File: src/rtl/dac_output_stage.sv
// DAC output stage: frame FIFO, frame-rate release timer, ramped master
// volume, saturation with clip counting and DAC word formatting.
module dac_output_stage #(
  parameter int IN_WIDTH   = 24,
  parameter int OUT_WIDTH  = 16,
  parameter int NUM_CH     = 2,
  parameter int FIFO_DEPTH = 8,
  parameter int CLK_DIV    = 2083,
  parameter int VOL_WIDTH  = 8
) (
  input  logic                          clk,
  input  logic                          reset,
  input  logic [NUM_CH*IN_WIDTH-1:0]    in_sample,
  input  logic                          in_valid,
  output logic                          in_ready,
  input  logic [VOL_WIDTH-1:0]          volume_target,
  input  logic                          offset_binary,
  input  logic                          status_clear,
  output logic [NUM_CH*OUT_WIDTH-1:0]   dac_out,
  output logic                          dac_strobe,
  output logic [$clog2(FIFO_DEPTH):0]   fifo_level,
  output logic [15:0]                   clip_count,
  output logic                          underrun
);

  localparam int AW    = $clog2(FIFO_DEPTH);
  localparam int FW    = NUM_CH * IN_WIDTH;
  localparam int PW    = IN_WIDTH + VOL_WIDTH + 1;
  localparam int SHIFT = (VOL_WIDTH - 1) + (IN_WIDTH - OUT_WIDTH);
  localparam int SW    = PW - SHIFT;  // scaled width, OUT_WIDTH+2 bits
  localparam int TW    = $clog2(CLK_DIV);
  localparam int CW    = $clog2(NUM_CH + 1);
  localparam logic [TW-1:0] TIMER_LAST = TW'(CLK_DIV - 1);

  // Frame FIFO storage and pointers
  logic [FW-1:0]  mem [FIFO_DEPTH];
  logic [AW-1:0]  wr_ptr_reg, rd_ptr_reg;
  logic [AW:0]    level_reg, level_next;
  logic           ready_reg;
  logic           push, pop, empty, tick;
  logic [TW-1:0]  timer_reg;

  // Pipeline state
  logic                   s1_valid_reg, s2_valid_reg;
  logic [FW-1:0]          s1_frame_reg;
  logic [NUM_CH*SW-1:0]   scaled_w, s2_scaled_reg;
  logic [VOL_WIDTH-1:0]   volume_reg;
  logic [NUM_CH*OUT_WIDTH-1:0] fmt_w, dac_out_reg;
  logic                   dac_strobe_reg;
  logic [NUM_CH-1:0]      clip_w;
  logic [CW-1:0]          n_clips;
  logic [15:0]            clip_count_reg, clip_base, clip_next;
  logic [16:0]            clip_sum;
  logic                   underrun_reg;

  assign empty = (level_reg == '0);
  assign push  = in_valid && ready_reg;
  assign tick  = (timer_reg == TIMER_LAST);
  assign pop   = tick && !empty;

  assign in_ready   = ready_reg;
  assign fifo_level = level_reg;
  assign dac_out    = dac_out_reg;
  assign dac_strobe = dac_strobe_reg;
  assign clip_count = clip_count_reg;
  assign underrun   = underrun_reg;

  // Occupancy after this cycle's push/pop; simultaneous push and pop cancel
  always_comb begin
    level_next = level_reg;
    if (push && !pop)
      level_next = level_reg + (AW+1)'(1);
    else if (!push && pop)
      level_next = level_reg - (AW+1)'(1);
  end

  // FIFO write port, left without reset so it maps onto block RAM
  always_ff @(posedge clk) begin
    if (push)
      mem[wr_ptr_reg] <= in_sample;
  end

  // FIFO pointers, level, ready flag and frame timer
  always_ff @(posedge clk or negedge reset) begin
    if (!reset) begin
      wr_ptr_reg <= '0;
      rd_ptr_reg <= '0;
      level_reg  <= '0;
      ready_reg  <= 1'b0;
      timer_reg  <= '0;
    end else begin
      if (push) wr_ptr_reg <= wr_ptr_reg + AW'(1);
      if (pop)  rd_ptr_reg <= rd_ptr_reg + AW'(1);
      level_reg <= level_next;
      ready_reg <= (level_next != (AW+1)'(FIFO_DEPTH));
      timer_reg <= tick ? '0 : timer_reg + TW'(1);
    end
  end

  // Per-channel gain, arithmetic scaling and saturation/formatting
  genvar gi;
  generate
    for (gi = 0; gi < NUM_CH; gi++) begin : g_ch
      logic [IN_WIDTH-1:0]   smp;
      logic signed [PW-1:0]  prod;
      logic                  unused_low_bits;
      logic [SW-1:0]         sv;
      logic                  sat_hi, sat_lo;
      logic [OUT_WIDTH-1:0]  word;

      assign smp  = s1_frame_reg[gi*IN_WIDTH +: IN_WIDTH];
      assign prod = $signed({{(VOL_WIDTH+1){smp[IN_WIDTH-1]}}, smp})
                  * $signed({{(IN_WIDTH+1){1'b0}}, volume_reg});
      // Dropping the low bits of the product is a floor toward -inf
      assign scaled_w[gi*SW +: SW] = prod[PW-1:SHIFT];
      assign unused_low_bits = ^prod[SHIFT-1:0];

      assign sv     = s2_scaled_reg[gi*SW +: SW];
      assign sat_hi = !sv[SW-1] && (sv[SW-2:OUT_WIDTH-1] != '0);
      assign sat_lo =  sv[SW-1] && (sv[SW-2:OUT_WIDTH-1] != '1);
      assign word   = sat_hi ? {1'b0, {(OUT_WIDTH-1){1'b1}}} :
                      sat_lo ? {1'b1, {(OUT_WIDTH-1){1'b0}}} :
                               sv[OUT_WIDTH-1:0];
      assign fmt_w[gi*OUT_WIDTH +: OUT_WIDTH] =
          {word[OUT_WIDTH-1] ^ offset_binary, word[OUT_WIDTH-2:0]};
      assign clip_w[gi] = sat_hi | sat_lo;
    end
  endgenerate

  // Clip total for the frame in S3 and the saturating counter update
  always_comb begin
    n_clips = '0;
    for (int i = 0; i < NUM_CH; i++)
      n_clips = n_clips + CW'(clip_w[i]);
    clip_base = status_clear ? 16'h0000 : clip_count_reg;
    clip_sum  = {1'b0, clip_base} + 17'(n_clips);
    clip_next = clip_sum[16] ? 16'hFFFF : clip_sum[15:0];
  end

  // Three-stage release pipeline, volume ramp and status flags
  always_ff @(posedge clk or negedge reset) begin
    if (!reset) begin
      s1_valid_reg   <= 1'b0;
      s1_frame_reg   <= '0;
      s2_valid_reg   <= 1'b0;
      s2_scaled_reg  <= '0;
      volume_reg     <= '0;
      dac_out_reg    <= '0;
      dac_strobe_reg <= 1'b0;
      clip_count_reg <= '0;
      underrun_reg   <= 1'b0;
    end else begin
      s1_valid_reg <= tick;
      if (tick)
        s1_frame_reg <= pop ? mem[rd_ptr_reg] : '0;

      s2_valid_reg <= s1_valid_reg;
      if (s1_valid_reg) begin
        s2_scaled_reg <= scaled_w;
        if (volume_reg < volume_target)
          volume_reg <= volume_reg + VOL_WIDTH'(1);
        else if (volume_reg > volume_target)
          volume_reg <= volume_reg - VOL_WIDTH'(1);
      end

      dac_strobe_reg <= s2_valid_reg;
      if (s2_valid_reg) begin
        dac_out_reg    <= fmt_w;
        clip_count_reg <= clip_next;
      end else if (status_clear) begin
        clip_count_reg <= '0;
      end

      if (tick && empty)
        underrun_reg <= 1'b1;
      else if (status_clear)
        underrun_reg <= 1'b0;
    end
  end

endmodule

File: config.mk
export PLATFORM = sky130hd
export DESIGN_NAME = dac_output_stage
export DESIGN_NICKNAME = d
export VERILOG_FILES = /design/src/rtl/dac_output_stage.sv
export SDC_FILE = /design/constraint.sdc
export NUM_CORES = 1
export LEC_CHECK = 0
export ABC_CLOCK_PERIOD_IN_PS = 16550
export CAP_MARGIN = 10
export CORE_UTILIZATION = 36
export DETAILED_ROUTE_END_ITERATION = 16
export PLACE_DENSITY = 0.52
export SLEW_MARGIN = 20
export SYNTH_ARGS = -nofsm -noshare
export SYNTH_HDL_FRONTEND = slang
export SYNTH_SLANG_ARGS = --single-unit
File: constraint.sdc
create_clock -name clk -period 16.55 [get_ports clk]
set_clock_uncertainty 0.2 [all_clocks]
set_input_delay 4.1375 -clock clk [delete_from_list [all_inputs] [get_ports clk]]
set_output_delay 4.1375 -clock clk [all_outputs]
set_load 0.005 [all_outputs]
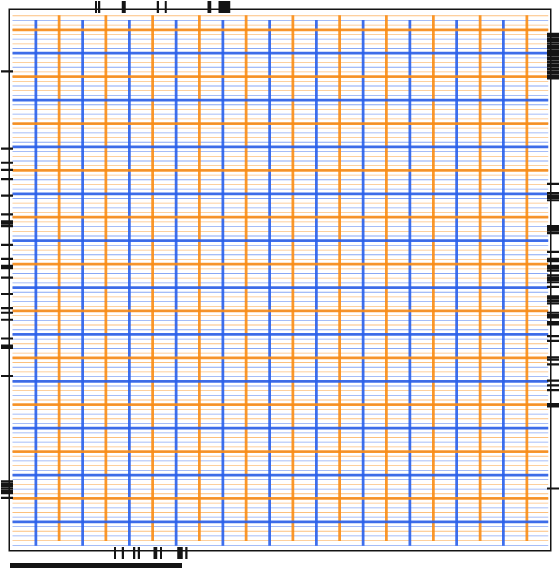
*PDN straps and rails*
Scale bar: 100 um. Pins as bars on the die edge.
| colour | net |
|---|---|
| orange | VDD |
| blue | VSS |
met1 rails: 114
met4 straps: 22
rows: 113
signal pins: 116
met5 straps: 22

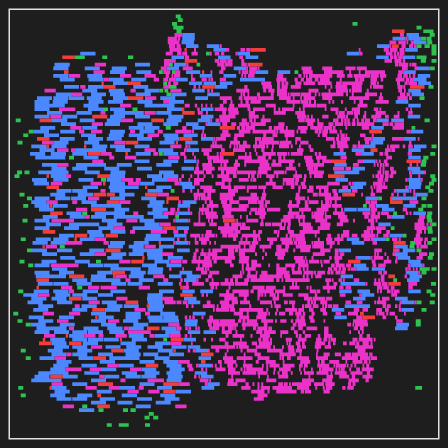
*Placed cells, one colour a class*
| colour | class | cells | share of their area |
|---|---|---|---|
| red | clock drivers and dummy loads | 106 | 5.0% |
| green | other buffers and delay cells | 138 | 3.5% |
| blue | flops | 551 | 42% |
| magenta | combinational and other logic | 2199 | 50% |
Final Cell Area: 39200 sq um
fraction of the core area covered by cells at the end of the flow: 0.410
share of the final layout cell area in sequential cells: 0.401
Cell Rows: 113

==> Changelog: implementation <==
### Physical design

- Run status: finished, final reports clean
- Peak-usage layer in the global routing report: met2
- Most common cell on crit path: sky130_fd_sc_hd__a21oi_1
- Number of cells after detailed placement: approximately 4200
- R2R Path Start: volume_reg[1]
- WHS Path Cells: 1
- Max Freq: about 0.14 GHz
- Post CTS Setup Buffer Count: 0
- Quantity of gates resized following cts: 0
- Number of primary I/O pins: between 100 and 150
- Type of destination of the critical path: register
- Insertion Delay late pin: 0.63 ns
- Worst-Margin Slew: a little over 1 ns
- Average routed wire per standard cell: roughly 18 um
- Synth top cells by count: sky130_fd_sc_hd__inv_1, sky130_fd_sc_hd__edfxtp_1, sky130_fd_sc_hd__nand2_1
- Top cells excl fill/tap: sky130_fd_sc_hd__inv_1, sky130_fd_sc_hd__edfxtp_1, sky130_fd_sc_hd__nand2_1
- Cell depth of the worst setup path: 17
- Data-path buffer share of cell area in the final layout: 0.0338
- Clk cell area share: 0.0484
- Number of inverters outside the clock class in the layout: roughly 440
- Worst setup path startpoint: volume_target[1]
- Most area-hungry cell class in the final design: logic gates
- Pin count of the biggest net entering global routing: 96
- Uppermost signal routing layer after detailed routing: met5
- Cell types occupying the most area after synthesis: sky130_fd_sc_hd__edfxtp_1, sky130_fd_sc_hd__fa_1, sky130_fd_sc_hd__dfrtp_1, sky130_fd_sc_hd__mux4_2, sky130_fd_sc_hd__ha_1
- First-pass DRT Iterations: 5
- Most common cell in the netlist: sky130_fd_sc_hd__inv_1
- Area of the mapped netlist: 34900 sq um
- Die height: approximately 310 um
- Post-synth EDFFs: ~380
- Worst-path maximum fanout: 9
- Combinational share of cell area: 0.434
- Maximum level of the CTS H-tree: 2
- R2R Path End: s2_scaled_reg[34]
- Clock slew at reported path FFs: approximately 0.060 ns
- Average via count per standard cell: 4.92
- Count of pins over their slew limit: 0
- Worst-case reg-to-reg path depth: 18
- Portion of synthesized cell area occupied by the leading cell type: 0.330
- Worst-path cell chain: clkdlybuf4s50_1 -> inv_1 -> ha_1 -> nor2b_1 -> o21ai_0 -> nand2b_1 -> a21oi_1 -> o21ai_1 -> ha_1 -> a21o_1 -> a21oi_1 -> o21bai_1 -> a21oi_1 -> o21ai_0 -> xnor2_1 -> nor2_1 -> xor2_1
- CTS tree: done
- Met3 wirelength from detailed routing: ~3200 um
- Post-synth regs: between 500 and 600
- Tapcell Cnt: between 1000 and 1500
- Total die size: approximately 98000 sq um
- Detail Placement HPWL: about 52000 um
- Total of endpoints with negative setup slack in the final report: 0
- Number of hold-slack violations in the final timing report: 0
- Flip-flop count of the largest register, all copies and words added: roughly 380
- Synthesis-to-layout area growth: 12.4%
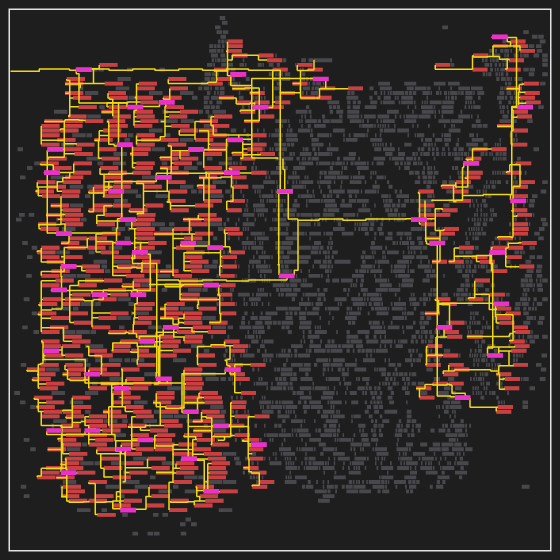
*Clock network drawn from the DEF*
[yellow] clock wires | length: 6570 um
[red] flip-flops | count: 551
[magenta] clock drivers | count: 56
routed clock nets: 57
flops lie: spread over the die

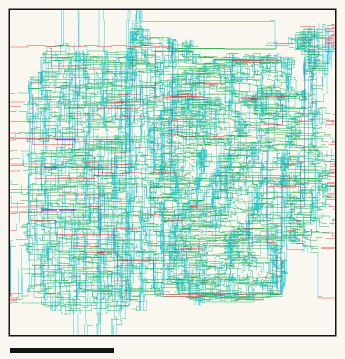
*Wiring by layer*
Scale bar: 100 um.
| colour | layer | wire length |
|---|---|---|
| red | metal 3 | 3150 um |
| blue | metal 4 | 1220 um |
| green | metal 1 | 36.5 mm |
| purple | metal 5 | 56.1 um |
| cyan | metal 2 | 35.1 mm |

[stage by stage]
stage / util / hold slack, ns / power [W] / setup WS (ns)
2_1_floorplan: - / 0.152 / 0.00185 / 6.90
3_3_place_gp: 0.391 / 0.284 / 0.00198 / 8.47
3_5_place_dp: 0.391 / 0.302 / 0.00199 / 8.37
4_1_cts: 0.410 / 0.310 / 0.00328 / 9.03
5_1_grt: 0.410 / 0.330 / 0.00335 / 9.09
6_report: 0.410 / 0.308 / 0.00323 / 9.34
[cells by family after synthesis]
logic type      after synthesis
buf+inv                     591
simple gates                762
mux                         169
xor+xnor                     72
fa+ha+maj                   446
flops                       551
compound gates              307
[power by group]
group | switching [W] | internal [W]
Combinational | 0.000177 | 0.0000875
Clock | 0.000528 | 0.000752
Sequential | 0.0000421 | 0.00165
Total | 0.000746 | 0.00249
No activity file was given, so power comes from the tool's default toggle rates.
